--- src/rtl/data_acquisition_ip_if.sv ---
// data_acquisition_ip_if: CPU command, sensor readings and result word.
// master drives command/readings, slave returns the result.
interface data_acquisition_ip_if;
  logic [31:0]      cpu_command;
  logic [7:0][15:0] sensor_readings;
  logic [31:0]      result_for_cpu;

  modport master (
    output cpu_command,
    output sensor_readings,
    input  result_for_cpu
  );

  modport slave (
    input  cpu_command,
    input  sensor_readings,
    output result_for_cpu
  );
endinterface

--- src/rtl/data_acquisition_ip.sv ---
// data_acquisition_ip: command-driven sensor sequencer with result store.
// Define DAQ_SILC_TIMEOUT_EN to enable the SILC measurement timeout.
module data_acquisition_ip (
  input  logic                 clk,
  input  logic                 rst_n,
  input  logic                 en,
  data_acquisition_ip_if.slave bus
);

  typedef enum logic [1:0] {
    IDLE,
    MEASURE,
    DONE,
    ERROR
  } state_t;

  localparam logic [1:0] M_CLR  = 2'b00;
  localparam logic [1:0] M_SLOW = 2'b10;
  localparam logic [1:0] M_FAST = 2'b01;
  localparam logic [1:0] M_BAD  = 2'b11;

  localparam logic [2:0] S_NONE = 3'd0;
  localparam logic [2:0] S_ROSC = 3'd1;
  localparam logic [2:0] S_DC   = 3'd2;
  localparam logic [2:0] S_EM   = 3'd3;
  localparam logic [2:0] S_TDDB = 3'd4;
  localparam logic [2:0] S_SILC = 3'd5;
  localparam logic [2:0] S_TEMP = 3'd6;
  localparam logic [2:0] S_VOLT = 3'd7;

  localparam logic [11:0] HI_LVL = 12'd3000;
  localparam logic [11:0] LO_LVL = 12'd1000;

  state_t      state_q, state_d;
  logic [31:0] cmd_q, cmd_d;
  logic [31:0] res_q, res_d;
  logic [23:0] cnt_q, cnt_d;
  logic [11:0] cyc_q, cyc_d;
  logic [23:0] len_q, len_d;
  logic [5:0]  nsl_q, nsl_d;
  logic        in_sl_q, in_sl_d;
  logic        prev_q;
  logic [23:0] stored_q [1:7];

  logic [31:0] cmd;
  logic [2:0]  sns_in;
  logic [2:0]  sns_q;
  logic [6:0]  win_q;
  logic [5:0]  slp_q;
  logic [11:0] tmo_q;
  logic        is_cnt;
  logic        is_snap;
  logic        is_silc;
  logic        inc;
  logic [11:0] silc;
  logic        hi;
  logic        lo;
  logic [23:0] snap;
  logic [23:0] rd_store;
  logic        fin;
  logic        fin_to;
  logic [23:0] fin_data;
  logic        clr;
  logic        unused_bits;

  assign cmd    = bus.cpu_command;
  assign sns_in = cmd[29:27];
  assign sns_q  = cmd_q[29:27];
  assign win_q  = cmd_q[26:20];
  assign slp_q  = cmd_q[19:14];
  assign tmo_q  = cmd_q[13:2];

  assign is_cnt  = (sns_q == S_ROSC) || (sns_q == S_TDDB);
  assign is_silc = (sns_q == S_SILC);
  assign is_snap = (sns_q == S_DC) || (sns_q == S_EM) ||
                   (sns_q == S_TEMP) || (sns_q == S_VOLT);

  assign inc = (sns_q == S_ROSC)
             ? (bus.sensor_readings[1][0] & ~prev_q)
             : bus.sensor_readings[4][0];

  assign silc = bus.sensor_readings[5][11:0];
  assign hi   = (silc >= HI_LVL);
  assign lo   = (silc <= LO_LVL);

  assign bus.result_for_cpu = res_q;

  assign unused_bits = ^{cmd[1:0], cmd_q[1:0], tmo_q,
                         bus.sensor_readings[0],
                         bus.sensor_readings[1][15:1],
                         bus.sensor_readings[2][15:12],
                         bus.sensor_readings[3][15:8],
                         bus.sensor_readings[4][15:1],
                         bus.sensor_readings[5][15:12],
                         bus.sensor_readings[6][15:12],
                         bus.sensor_readings[7][15:12]};

  function automatic logic bad_cmd(input logic [31:0] c);
    logic [2:0] s;
    logic       b;
    s = c[29:27];
    b = (c[31:30] == M_BAD) || (s == S_NONE);
    if ((s == S_ROSC || s == S_TDDB) && c[26:20] == 7'd0)
      b = 1'b1;
    if (s == S_SILC && c[19:14] == 6'd0)
      b = 1'b1;
`ifdef DAQ_SILC_TIMEOUT_EN
    if (s == S_SILC && c[13:2] == 12'd0)
      b = 1'b1;
`endif
    return b;
  endfunction

  function automatic logic [23:0] sat_add(
    input logic [23:0] a,
    input logic        b
  );
    return (a == '1) ? a : a + {23'd0, b};
  endfunction

  // Masked snapshot of the selected single-shot sensor.
  always_comb begin
    snap = '0;
    unique case (sns_q)
      S_DC:    snap = {12'd0, bus.sensor_readings[2][11:0]};
      S_EM:    snap = {16'd0, bus.sensor_readings[3][7:0]};
      S_TEMP:  snap = {12'd0, bus.sensor_readings[6][11:0]};
      S_VOLT:  snap = {12'd0, bus.sensor_readings[7][11:0]};
      default: snap = '0;
    endcase
  end

  // Stored result of the sensor named by the incoming command.
  always_comb begin
    rd_store = '0;
    for (int k = 1; k < 8; k++)
      if (sns_in == 3'(k))
        rd_store = stored_q[k];
  end

  // Next state, result word and measurement counters.
  always_comb begin
    state_d  = state_q;
    cmd_d    = cmd_q;
    res_d    = res_q;
    cnt_d    = cnt_q;
    cyc_d    = cyc_q;
    len_d    = len_q;
    nsl_d    = nsl_q;
    in_sl_d  = in_sl_q;
    fin      = 1'b0;
    fin_to   = 1'b0;
    fin_data = '0;
    clr      = 1'b0;
    if (!en) begin
      state_d = IDLE;
      res_d   = '0;
      clr     = 1'b1;
    end else begin
      unique case (state_q)
        IDLE: begin
          res_d = '0;
          clr   = 1'b1;
          if (cmd != '0) begin
            cmd_d = cmd;
            if (cmd[31:30] == M_CLR) begin
              state_d = IDLE;
            end else if (bad_cmd(cmd)) begin
              state_d = ERROR;
              res_d   = {3'b010, sns_in, 26'd0};
            end else if (cmd[31:30] == M_FAST) begin
              state_d = DONE;
              res_d   = {3'b100, sns_in, 2'b00, rd_store};
            end else if (cmd[31:30] == M_SLOW) begin
              state_d = MEASURE;
            end
          end
        end
        MEASURE: begin
          if (cmd != cmd_q) begin
            state_d = IDLE;
            res_d   = '0;
            clr     = 1'b1;
          end else begin
            cyc_d = cyc_q + 12'd1;
            unique case (1'b1)
              is_cnt: begin
                cnt_d = sat_add(cnt_q, inc);
                if (cyc_d == {5'd0, win_q}) begin
                  fin      = 1'b1;
                  fin_data = cnt_d;
                end
              end
              is_snap: begin
                fin      = 1'b1;
                fin_data = snap;
              end
              is_silc: begin
                if (!in_sl_q) begin
                  if (hi) begin
                    in_sl_d = 1'b1;
                    len_d   = 24'd1;
                  end
                end else if (lo) begin
                  cnt_d   = cnt_q + len_q;
                  in_sl_d = 1'b0;
                  nsl_d   = nsl_q + 6'd1;
                  if (nsl_d == slp_q) begin
                    fin      = 1'b1;
                    fin_data = cnt_d;
                  end
                end else begin
                  len_d = len_q + 24'd1;
                end
`ifdef DAQ_SILC_TIMEOUT_EN
                if (!fin && cyc_d == tmo_q) begin
                  fin      = 1'b1;
                  fin_to   = 1'b1;
                  fin_data = cnt_d;
                end
`endif
              end
              default: fin = 1'b0;
            endcase
            if (fin) begin
              state_d = DONE;
              res_d   = {2'b10, fin_to, sns_q, 2'b00, fin_data};
            end
          end
        end
        DONE, ERROR: begin
          if (cmd != cmd_q) begin
            state_d = IDLE;
            res_d   = '0;
          end
        end
        default: state_d = IDLE;
      endcase
    end
    if (clr) begin
      cnt_d   = '0;
      cyc_d   = '0;
      len_d   = '0;
      nsl_d   = '0;
      in_sl_d = 1'b0;
    end
  end

  // Control, result and counter registers.
  always_ff @(posedge clk or negedge rst_n) begin
    if (!rst_n) begin
      state_q <= IDLE;
      cmd_q   <= '0;
      res_q   <= '0;
      cnt_q   <= '0;
      cyc_q   <= '0;
      len_q   <= '0;
      nsl_q   <= '0;
      in_sl_q <= 1'b0;
      prev_q  <= 1'b0;
    end else begin
      state_q <= state_d;
      cmd_q   <= cmd_d;
      res_q   <= res_d;
      cnt_q   <= cnt_d;
      cyc_q   <= cyc_d;
      len_q   <= len_d;
      nsl_q   <= nsl_d;
      in_sl_q <= in_sl_d;
      prev_q  <= bus.sensor_readings[1][0];
    end
  end

  // Per-sensor result store, written when a measurement finishes.
  always_ff @(posedge clk or negedge rst_n) begin
    if (!rst_n) begin
      for (int k = 1; k < 8; k++)
        stored_q[k] <= '0;
    end else if (fin) begin
      for (int k = 1; k < 8; k++)
        if (sns_q == 3'(k))
          stored_q[k] <= fin_data;
    end
  end

endmodule

--- src/flat_wrapper.sv ---
// flat-port wrapper written by rule: the top's interface ports become plain ports
module data_acquisition_ip_flat 
  (clk, rst_n, en, bus_cpu_command, bus_sensor_readings, bus_result_for_cpu);
  data_acquisition_ip_if bus_i ();
  input  logic clk;
  input  logic rst_n;
  input  logic en;
  input wire logic [$bits(bus_i.cpu_command)-1:0] bus_cpu_command;
  input wire logic [$bits(bus_i.sensor_readings)-1:0] bus_sensor_readings;
  output wire logic [$bits(bus_i.result_for_cpu)-1:0] bus_result_for_cpu;
  assign bus_i.cpu_command = bus_cpu_command;
  assign bus_i.sensor_readings = bus_sensor_readings;
  assign bus_result_for_cpu = bus_i.result_for_cpu;
  data_acquisition_ip u_core (.clk(clk), .rst_n(rst_n), .en(en), .bus(bus_i));
endmodule
--- config.mk ---
export PLATFORM = sky130hd
export DESIGN_NAME = data_acquisition_ip_flat
export DESIGN_NICKNAME = d
export VERILOG_FILES = /design/src/rtl/data_acquisition_ip_if.sv /design/src/rtl/data_acquisition_ip.sv /design/src/flat_wrapper.sv
export SDC_FILE = /design/constraint.sdc
export NUM_CORES = 1
export LEC_CHECK = 0
export CORE_MARGIN = 1
export CORE_UTILIZATION = 30
export CTS_CLUSTER_DIAMETER = 50
export CTS_CLUSTER_SIZE = 12
export DETAILED_ROUTE_END_ITERATION = 10
export HOLD_SLACK_MARGIN = 0.08
export PLACE_DENSITY = 0.56
export SLEW_MARGIN = 20
export SYNTH_ARGS = -nofsm -noshare
export SYNTH_HDL_FRONTEND = slang
export SYNTH_SLANG_ARGS = --single-unit
export TNS_END_PERCENT = 5
--- constraint.sdc ---
create_clock -name clk -period 5.4 [get_ports clk]
set_input_delay 1.08 -clock clk [delete_from_list [all_inputs] [get_ports clk]]
set_output_delay 1.08 -clock clk [all_outputs]
set_load 0.02 [all_outputs]
Run 1, congestion heat map:
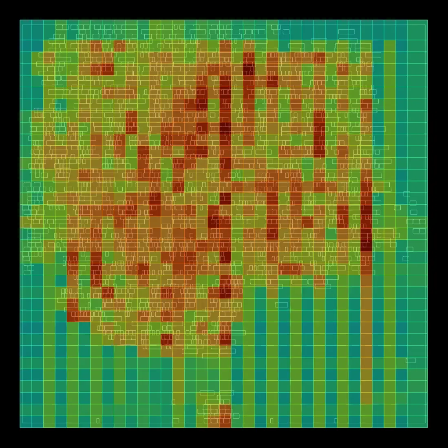
met3 track demand over resource: 0.0512
average routed wire per standard cell: 20.8 um
Global Route met2 Usage: 0.301

Run 1, selected gate families:
The bar under the picture is 50 um long.
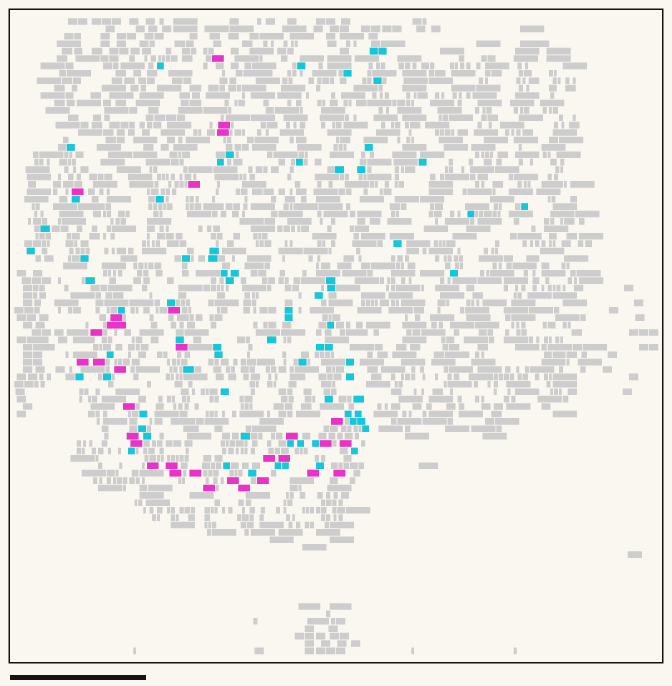
magenta -> fa/ha/maj cells  # cells 32, most used ha_1
cyan -> non-inverting ao/oa cells  # cells 73, most used a22o_1

Run 1, cells by drive strength:
The bar under the picture is 50 um long.
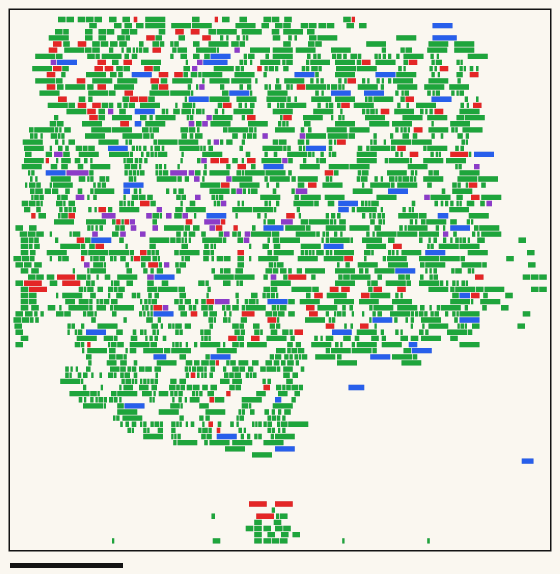
blue -> x6 and larger  # cells 52
green -> x1 and smaller  # cells 1681
purple -> x3 and x4  # cells 52
red -> x2  # cells 120

==> impl_metrics.ini, run 1 <==
; implementation run metrics
[status]
result_of_the_run = finished clean

[power_and_ir_drop]
pwr-share-comb = 0.142

[synthesis]
synth_simple_gate_area_share = 0.166
ys_seq_frac = 0.442
synth-adder-area-share = 0.0241
total_number_of_yosys_warnings = 0
number_of_distinct_standard_cells_referenced_by_the_synthesized_netlist = 85
yosys-stat-cells = 1788
yosys_area_um2 = 16900
syn_inst = 1788
post_synthesis_area_per_instance_um2 = 9.46
synth.cell_area_um2 = 16900

[drt]
drc = 0
drtIter0Drc = 1150
first_pass_detailed_route_iteration_total = 5

[clocking]
cts.root.buffer_cell = clkbuf_16
clkLatencyLatePin_ns = 0.57
cts_hold_buf = 0
cts_max_path_bufs = 3
clock_tree_from_tritoncts = built
htree_levels = 2

[global_route]
grt_pass1_wl_mm = 85.7
globalRoute.busiestLayer = met2
grt_start_max_net_pins = 118
global_route.usage.total = 0.195
via_count_of_the_first_global_routing_pass = 14400

[floorplanning]
floorplan.rows = 86
chip_area_um2 = 57400
die-height_um = 239
fp.dieW_um = 239
fp.coreArea_um2 = 55400

[final_timing]
timing.final.crit_period_ns = 4.19
finalSetupViolations = 0
tightestPinTransition_ns = 1.10
timing.slew.headroom = 0.270
grt_setup_unrepaired = false

[critical_path]
required_ns = 5.85
ff2ff_setup_slack_ns = 1.21
cp_max_fo = 14
worstSetupStartpointType = flop
reg2reg_from = u_core.cmd_q[27]
setup.worst_path.end_class = flop
crit_path_cell_trace = nand2b_1, o41ai_1, ha_1, ha_1, inv_1, a31oi_1, nand3_1, xnor2_1, a21oi_1, buf_4, o21ai_0, a22o_1

[final_layout]
areaGrowthSynthToFinish_pct = 18.8
final_layout_size_suffix_gt1_frac = 0.118
finalNonFillerCells = 2654

[hold_path]
holdPathEnd = u_core.stored_q[151]
holdCritPathClass = reg2reg

[place]
number_of_buffers_added_on_ports = 121
gpl.final_weighted_congestion = 0.905
## run 1: worst register-to-register path: stages, from the launching register on
cell and delay, ns:
dfrtp_1 0.84, nand2b_1 0.34, o41ai_1 0.54, ha_1 0.28, ha_1 0.20, inv_1 0.06, a31oi_1 0.50, nand3_1 0.30
xnor2_1 0.19, a21oi_1 0.30, buf_4 0.24, o21ai_0 0.08, a22o_1 0.21
## run 1: worst max-delay path by stage
stage / slack (ns) / from / endpoint / cells after the start
global route: 1.00 / bus_cpu_command[31] / u_core.len_q[22] / 10
floorplan: 2.12 / bus_sensor_readings[16] / u_core.stored_q[102] / 11
detailed placement: 0.76 / bus_cpu_command[16] / u_core.len_q[20] / 10
finish: 1.21 / u_core.cmd_q[27] / u_core.bus.result_for_cpu[8] / 12
CTS: 1.30 / u_core.cmd_q[27] / u_core.bus.result_for_cpu[8] / 12
global placement: 0.80 / bus_cpu_command[16] / u_core.cnt_q[16] / 8
## run 1: area by class of cell
cell class                 instances  area (um^2)
sequential                       299         7480
timing repair buffer             159         1500
antenna                            1         2.50
inverter                          23         86.3
tap                              748          936
clock inverter                    18          185
multi-input combinational       1360         8860
clock buffer                      46         1050
fill                            5636        35300
## run 1: registers in the layout (all words and copies together), names as in the netlist
name,cells
u_core.stored_q,168
u_core.state_q,2
u_core.prev_q,1
u_core.len_q,24
u_core.nsl_q,6
u_core.cyc_q,12
u_core.cmd_q,32
u_core.in_sl_q,1
u_core.bus.result_for_cpu,29
u_core.cnt_q,24
## run 1: cell usage in the layout, fill, tap and decap left out, drive strengths merged, types with 14 or more instances in the layout
| master | instances |
|---|---|
| a22oi | 15 |
| a21oi | 119 |
| a221oi | 24 |
| and2 | 66 |
| xor2 | 52 |
| dfrtp | 299 |
| clkdlybuf4s50 | 117 |
| a21o | 16 |
| nor2 | 111 |
| o21ai | 219 |
| inv | 26 |
| a22o | 19 |
| buf | 42 |
| nor3 | 25 |
| o22ai | 24 |
| nand4 | 16 |
| clkbuf | 46 |
| ha | 31 |
| mux2 | 77 |
| xnor2 | 40 |
| nand2 | 195 |
| nor4 | 23 |
| a211oi | 14 |
| mux2i | 20 |
| nand3 | 48 |
| and3 | 21 |
## run 1: metrics by stage
step / total power [W] / utilization / area (um^2) / worst slack (ns)
5_1_grt: 0.00600 / 0.363 / 20100 / 1.00
3_5_place_dp: 0.00328 / 0.340 / 18900 / 0.756
3_3_place_gp: 0.00326 / 0.340 / 18900 / 0.798
4_1_cts: 0.00584 / 0.363 / 20100 / 1.30
6_report: 0.00578 / 0.363 / 20100 / 1.21
2_1_floorplan: 0.00288 / - / 16900 / 2.12
## run 1: layer usage
metal / share of wire / vias up
li1: - / 6713
met1: 0.46 / 7206
met2: 0.45 / 436
met3: 0.071 / 90
met4: 0.022 / 2
met5: 0.00024 / -
## run 1: power by group through the flow
stage	combinational (W)	clock (W)	sequential [W]
3_3_place_gp	0.000812	0	0.00245
6_report	0.000821	0.00255	0.00242
2_1_floorplan	0.000467	0	0.00241
3_5_place_dp	0.000820	0	0.00246
5_1_grt	0.000890	0.00269	0.00242
4_1_cts	0.000823	0.00260	0.00241
Run 1, placement by cell class:
The bar under the picture is 50 um long.
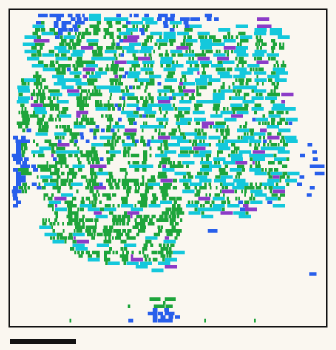

==> run 2, diff against run 1 <==
--- a/config.mk
+++ b/config.mk
@@ -11,7 +11,7 @@
 export CTS_CLUSTER_SIZE = 12
 export DETAILED_ROUTE_END_ITERATION = 10
 export HOLD_SLACK_MARGIN = 0.08
-export PLACE_DENSITY = 0.56
+export PLACE_DENSITY = 0.58
 export SLEW_MARGIN = 20
 export SYNTH_ARGS = -nofsm -noshare
 export SYNTH_HDL_FRONTEND = slang
==> constraint.sdc (replaced) <==
create_clock -name clk -period 3.5 [get_ports clk]
set_input_delay 0.7 -clock clk [delete_from_list [all_inputs] [get_ports clk]]
set_output_delay 0.7 -clock clk [all_outputs]
set_load 0.02 [all_outputs]
Run 2, placement by cell class:
The bar under the picture is 50 um long.
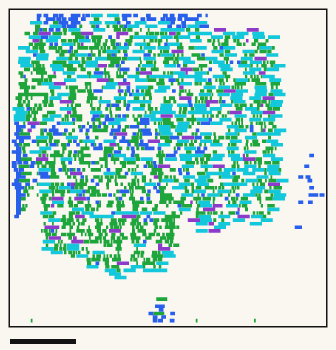
green -> remaining logic cells  # cells 1383
cyan -> registers  # cells 299
blue -> remaining buffers and delay cells  # cells 289
purple -> clock drivers and dummy loads  # cells 72

Run 2, where the registers sit:
The bar under the picture is 50 um long.
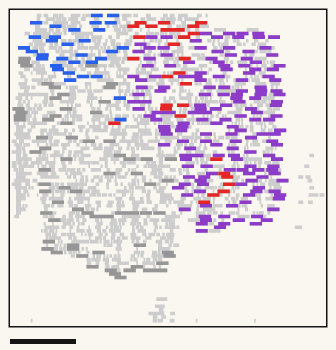
purple -> u_core.stored_q  # placed flops 168
blue -> u_core.cmd_q  # placed flops 32, where north-west
red -> u_core.bus.result_for_cpu  # placed flops 29

==> impl_metrics.ini, run 2 <==
; implementation run metrics
[status]
result_of_the_run = finished clean

[place]
gpl.final_weighted_congestion = 0.908
number_of_buffers_added_on_ports = 121

[critical_path]
cp_max_fo = 8
crit_path_cell_trace = nand2b_1, o41ai_1, buf_4, ha_1, ha_1, inv_1, a31oi_1, and3_1, and3_1, xor2_1, a21oi_1, buf_4, o21ai_0
crit_end = u_core.stored_q[78]
required_ns = 3.95
worstSetupStartpointType = flop
reg2reg_from = u_core.cmd_q[29]
ff2ff_setup_slack_ns = 0.23
critical_path.startpoint = u_core.cmd_q[29]
setup.worst_path.end_class = flop
critical_path_depth = 13

[final_layout]
areaGrowthSynthToFinish_pct = 26.8
mostFrequentLayoutCell = dfrtp_1
final_layout_size_suffix_gt1_frac = 0.175
final_layout_top_logic_cells = dfrtp_1, nand2_1, o21ai_0, buf_4, clkdlybuf4s50_1
largest_register_ff_count = 168
top_register = u_core.stored_q
layout.core_utilization = 0.387
diodes = 0

[drt]
drc = 0
first_pass_detailed_route_iteration_total = 5
post_drt_wl_per_cell_um = 19.8
drtIter0Drc = 1154
routed_wl_mm = 55.2

[synthesis]
synth.cell_area_um2 = 16900
syn_inst = 1788
number_of_distinct_standard_cells_referenced_by_the_synthesized_netlist = 85
ys_seq_frac = 0.442
post_synthesis_area_per_instance_um2 = 9.46
yosys_area_um2 = 16900
total_number_of_yosys_warnings = 0
yosys-stat-cells = 1788

[global_route]
global_route.usage.total = 0.196
grt_start_max_net_pins = 98
grt_pass1_wl_mm = 86.9
via_count_of_the_first_global_routing_pass = 14900

[power_and_ir_drop]
pwr-share-comb = 0.154
p_clk_frac = 0.447

[clocking]
clkLatencyLatePin_ns = 0.58
cts_max_path_bufs = 3
htree_levels = 2
clock_tree_from_tritoncts = built
cts.root.buffer_cell = clkbuf_16
post_cts_resize_count = 0
cts_hold_buf = 0

[floorplanning]
fp.coreArea_um2 = 55400
fp.dieW_um = 239
die-height_um = 239
chip_area_um2 = 57400
floorplan.rows = 86

[hold_path]
holdCritPathClass = in2async

[final_timing]
timing.slew.headroom = 0.458
timing.final.crit_period_ns = 3.27
grt_setup_unrepaired = false
timing.hold.ws_ns = 0.123
timing.final.crit_share = 0.935
tightestPinTransition_ns = 0.814

[run]
log.warning_count = 98
[run 2: metal layers]
metal	up-vias	GRT usage	part of all wire	wire length, um
li1	6985	-	-	-
met1	7503	0.275	0.46	25500
met2	443	0.311	0.46	25500
met3	78	0.0266	0.054	2970
met4	0	0.0614	0.023	1260
met5	-	0	0	0
[run 2: logic make-up after synthesis]
family / after synthesis / synth area share
AND/OR/NAND/NOR: 565 / 0.166
XOR/XNOR: 92 / 0.0476
other: 1 / 0.000222
adder cells (fa/ha/maj): 32 / 0.0241
flip-flops: 299 / 0.442
multiplexers: 106 / 0.0755
AND-OR/OR-AND: 562 / 0.209
buffers and inverters: 131 / 0.0353
[run 2: power by group through the flow]
stage | Sequential [W] | Combinational (W) | Clock [W]
CTS | 0.00369 | 0.00143 | 0.00423
floorplan | 0.00372 | 0.000721 | 0
finish | 0.00369 | 0.00143 | 0.00414
detailed placement | 0.00375 | 0.00143 | 0
global placement | 0.00374 | 0.00141 | 0
global route | 0.00370 | 0.00155 | 0.00438
[run 2: worst min-delay path by stage]
stage / startpoint / to / slack [ns] / cells after the start
2_1_floorplan: rst_n / u_core.bus.result_for_cpu[0] / 0.40 / 0
3_3_place_gp: u_core.stored_q[101] / u_core.stored_q[101] / 0.46 / 2
3_5_place_dp: u_core.stored_q[65] / u_core.stored_q[65] / 0.47 / 2
4_1_cts: rst_n / u_core.stored_q[162] / 0.18 / 1
5_1_grt: rst_n / u_core.stored_q[162] / 0.23 / 1
6_report: rst_n / u_core.stored_q[162] / 0.12 / 1
[run 2: stage by stage]
stage               power [W]  setup TNS, ns  std cells  instance area [um^2]  worst slack (ns)
finish                0.00925              0       2791                 21500             0.227
global route          0.00962              0       2791                 21500            0.0702
CTS                   0.00935              0       2791                 21500             0.277
detailed placement    0.00517         -11.81       2719                 20100            -0.277
global placement      0.00515         -13.09       2719                 20100            -0.270
floorplan             0.00444              0       1790                 16900             0.359
[run 2: area by class of cell]
type	instances	area [um^2]
clock buffers	50	1100
clock inverters	22	246
fillers	5489	34000
inverters	23	86.3
multi-input cells	1360	8850
flip-flops and latches	299	7480
well taps	748	936
repair buffers	289	2760
==> run 3, diff against run 2 <==
--- a/config.mk
+++ b/config.mk
@@ -5,6 +5,7 @@
 export SDC_FILE = /design/constraint.sdc
 export NUM_CORES = 1
 export LEC_CHECK = 0
+export CORE_ASPECT_RATIO = 0.9
 export CORE_MARGIN = 1
 export CORE_UTILIZATION = 30
 export CTS_CLUSTER_DIAMETER = 50
@@ -12,6 +13,7 @@
 export DETAILED_ROUTE_END_ITERATION = 10
 export HOLD_SLACK_MARGIN = 0.08
 export PLACE_DENSITY = 0.58
+export SKIP_CTS_REPAIR_TIMING = 1
 export SLEW_MARGIN = 20
 export SYNTH_ARGS = -nofsm -noshare
 export SYNTH_HDL_FRONTEND = slang
Run 3, cells by drive strength:
The bar under the picture is 100 um long.
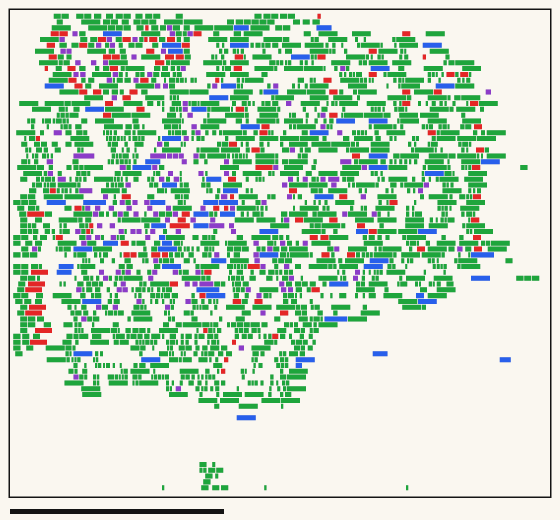
red -> x2  # cells 117
green -> x1 and smaller  # cells 1682
blue -> x6 and larger  # cells 71
purple -> x3 and x4  # cells 163

Run 3, where the registers sit:
The bar under the picture is 100 um long.
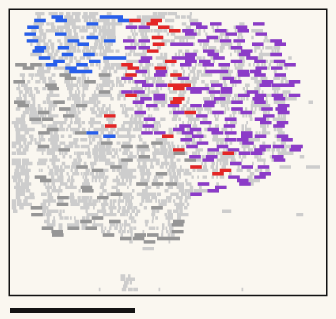
red -> u_core.bus.result_for_cpu  # placed flops 29
purple -> u_core.stored_q  # placed flops 168
blue -> u_core.cmd_q  # placed flops 32, where north-west

==> impl_metrics.ini, run 3 <==
; implementation run metrics
[final_timing]
fmax_ghz = 0.308
timing.slew.headroom = 0.535
finalSetupViolations = 0
tightestPinTransition_ns = 0.698
timing.hold.ws_ns = 0.155
timing.final.crit_share = 0.929
grt_setup_unrepaired = false
timing.final.crit_period_ns = 3.25

[synthesis]
yosysTopAreaCellShare = 0.442
synth-seq-cells = 299
synth.cell_area_um2 = 16900
syn_inst = 1788
yosys-stat-cells = 1788
synthTopCellsByArea = dfrtp_1, o21ai_0, mux2_2
ys_seq_frac = 0.442
yosys_area_um2 = 16900
ys_async_sr_fraction = 1.00
number_of_distinct_standard_cells_referenced_by_the_synthesized_netlist = 85
post_synthesis_area_per_instance_um2 = 9.46
synthMostInstantiatedCell = dfrtp_1
total_number_of_yosys_warnings = 0
netlist_top_cells_count = dfrtp_1, nand2_1, o21ai_0
synth-edff-count = 0

[drt]
detail-route-antenna-nets = 0
drc = 0
first_pass_detailed_route_iteration_total = 5
routed-via-count = 15000
post_drt_wl_per_cell_um = 19.7
drtIter0Drc = 1232
routed_wl_mm = 54.9

[critical_path]
worst-r2r-cell-count = 11
worstPathArrival_ns = 3.65
cp_max_fo = 23
crit_path_cell_trace = ha_1, and4_4, and3_4, or3_1, a2111oi_4, nand3_2, buf_4, a211o_1, buf_12, nand2_1, o21ai_0
required_ns = 3.90
reg2reg_from = u_core.cyc_q[0]
setup.worst_path.end_class = flop
crit_path_top_delay_cell = a2111oi_4
worstSetupStartpointType = flop
ff2ff_setup_slack_ns = 0.25

[final_layout]
layout.core_utilization = 0.383
final_net_count = 2208
areaGrowthSynthToFinish_pct = 26.2
fillerInstances = 5507
ff_latch_area_um2 = 7480
largest_register_ff_count = 168
final_layout_top_logic_cells = dfrtp_1, nand2_1, o21ai_0, buf_4, clkdlybuf4s50_1
mostFrequentLayoutCell = dfrtp_1
top_register = u_core.stored_q
layout.area.comb_um2 = 8850
final_layout_size_suffix_gt1_frac = 0.173
diodes = 0

[floorplanning]
ios = 195
fp.dieW_um = 252
fp.coreArea_um2 = 55700
die-height_um = 227
chip_area_um2 = 57400
floorplan.rows = 82

[place]
gpl.final_weighted_congestion = 0.858
detailedPlacementHpwl_mm = 38.4
number_of_buffers_added_on_ports = 121

[clocking]
clkLatencyLatePin_ns = 0.56
cts_max_path_bufs = 3
clk_pin_slew_worst_paths_ns = 0.06
clock_buffers_created_by_tritoncts = 39
htree_levels = 2
cts.root.buffer_cell = clkbuf_16
clock_tree_from_tritoncts = built

[power_and_ir_drop]
leakage_nw = 9.19

[global_route]
grt_pass1_wl_mm = 85.6
global_route.usage.total = 0.191
via_count_of_the_first_global_routing_pass = 14800
grt_start_max_net_pins = 82

[run]
max-cap-violations = 0
log.warning_count = 98

[hold_path]
holdCritPathClass = in2async

[status]
result_of_the_run = finished clean
## run 3: cell counts after synthesis
No cell type changed its count.
## run 3: how the worst max path moves through the flow
stage	from	endpoint	slack (ns)	depth (start not counted)
3_3_place_gp	bus_sensor_readings[16]	u_core.stored_q[10]	-0.17	14
6_report	u_core.cyc_q[0]	u_core.stored_q[95]	0.25	11
2_1_floorplan	u_core.cmd_q[28]	u_core.stored_q[102]	0.36	13
3_5_place_dp	bus_cpu_command[22]	u_core.stored_q[95]	-0.23	11
5_1_grt	bus_sensor_readings[16]	u_core.stored_q[130]	0.07	14
4_1_cts	u_core.cyc_q[0]	u_core.stored_q[95]	0.08	11
## run 3: power breakdown
| part | switching (W) | internal (W) |
|---|---|---|
| clock | 0.00161 | 0.00240 |
| combinational | 0.000808 | 0.000612 |
| sequential | 0.000123 | 0.00357 |
| total | 0.00254 | 0.00659 |
## run 3: routing by layer
layer	routed length [um]	global-route usage	up-vias
met4	1220	0.0536	0
met5	0	0	-
met3	3400	0.0329	72
met2	24500	0.298	470
met1	25700	0.272	7455
li1	-	-	6970
## run 3: metrics by stage
stage	area [um^2]	setup slack, ns	std cells	total power (W)	setup TNS, ns
detailed placement	20100	-0.230	2723	0.00517	-8.76
CTS	21300	0.0763	2784	0.00922	0
finish	21400	0.250	2789	0.00912	0
floorplan	16900	0.359	1790	0.00444	0
global route	21400	0.0712	2789	0.00946	0
global placement	20100	-0.165	2723	0.00515	-4.51
## run 3: worst max-delay path, delay by kind of cell, from the launching register on
kind / cells / cell delay, ns
DFF: 1 / 0.44
and+or+nand+nor: 5 / 1.07
AOI/OAI and AO/OA: 3 / 0.88
buffers and inverters: 2 / 0.41
adders and majority gates: 1 / 0.28
## run 3: cells by family after synthesis
| kind of cell | share of synthesized area |
|---|---|
| compound gates | 0.209 |
| xor+xnor | 0.0476 |
| fa+ha+maj | 0.0241 |
| buf+inv | 0.0353 |
| flops | 0.442 |
| mux | 0.0755 |
| other cells | 0.000222 |
| simple gates | 0.166 |
## run 3: area by class of cell
cell class,instances,area share
multi-input combinational,1360,0.415
sequential,299,0.350
tap,756,0.0443
clock buffer,45,0.0482
timing repair buffer,290,0.128
inverter,23,0.00404
clock inverter,16,0.0105
Power and IR drop assume default switching activity.
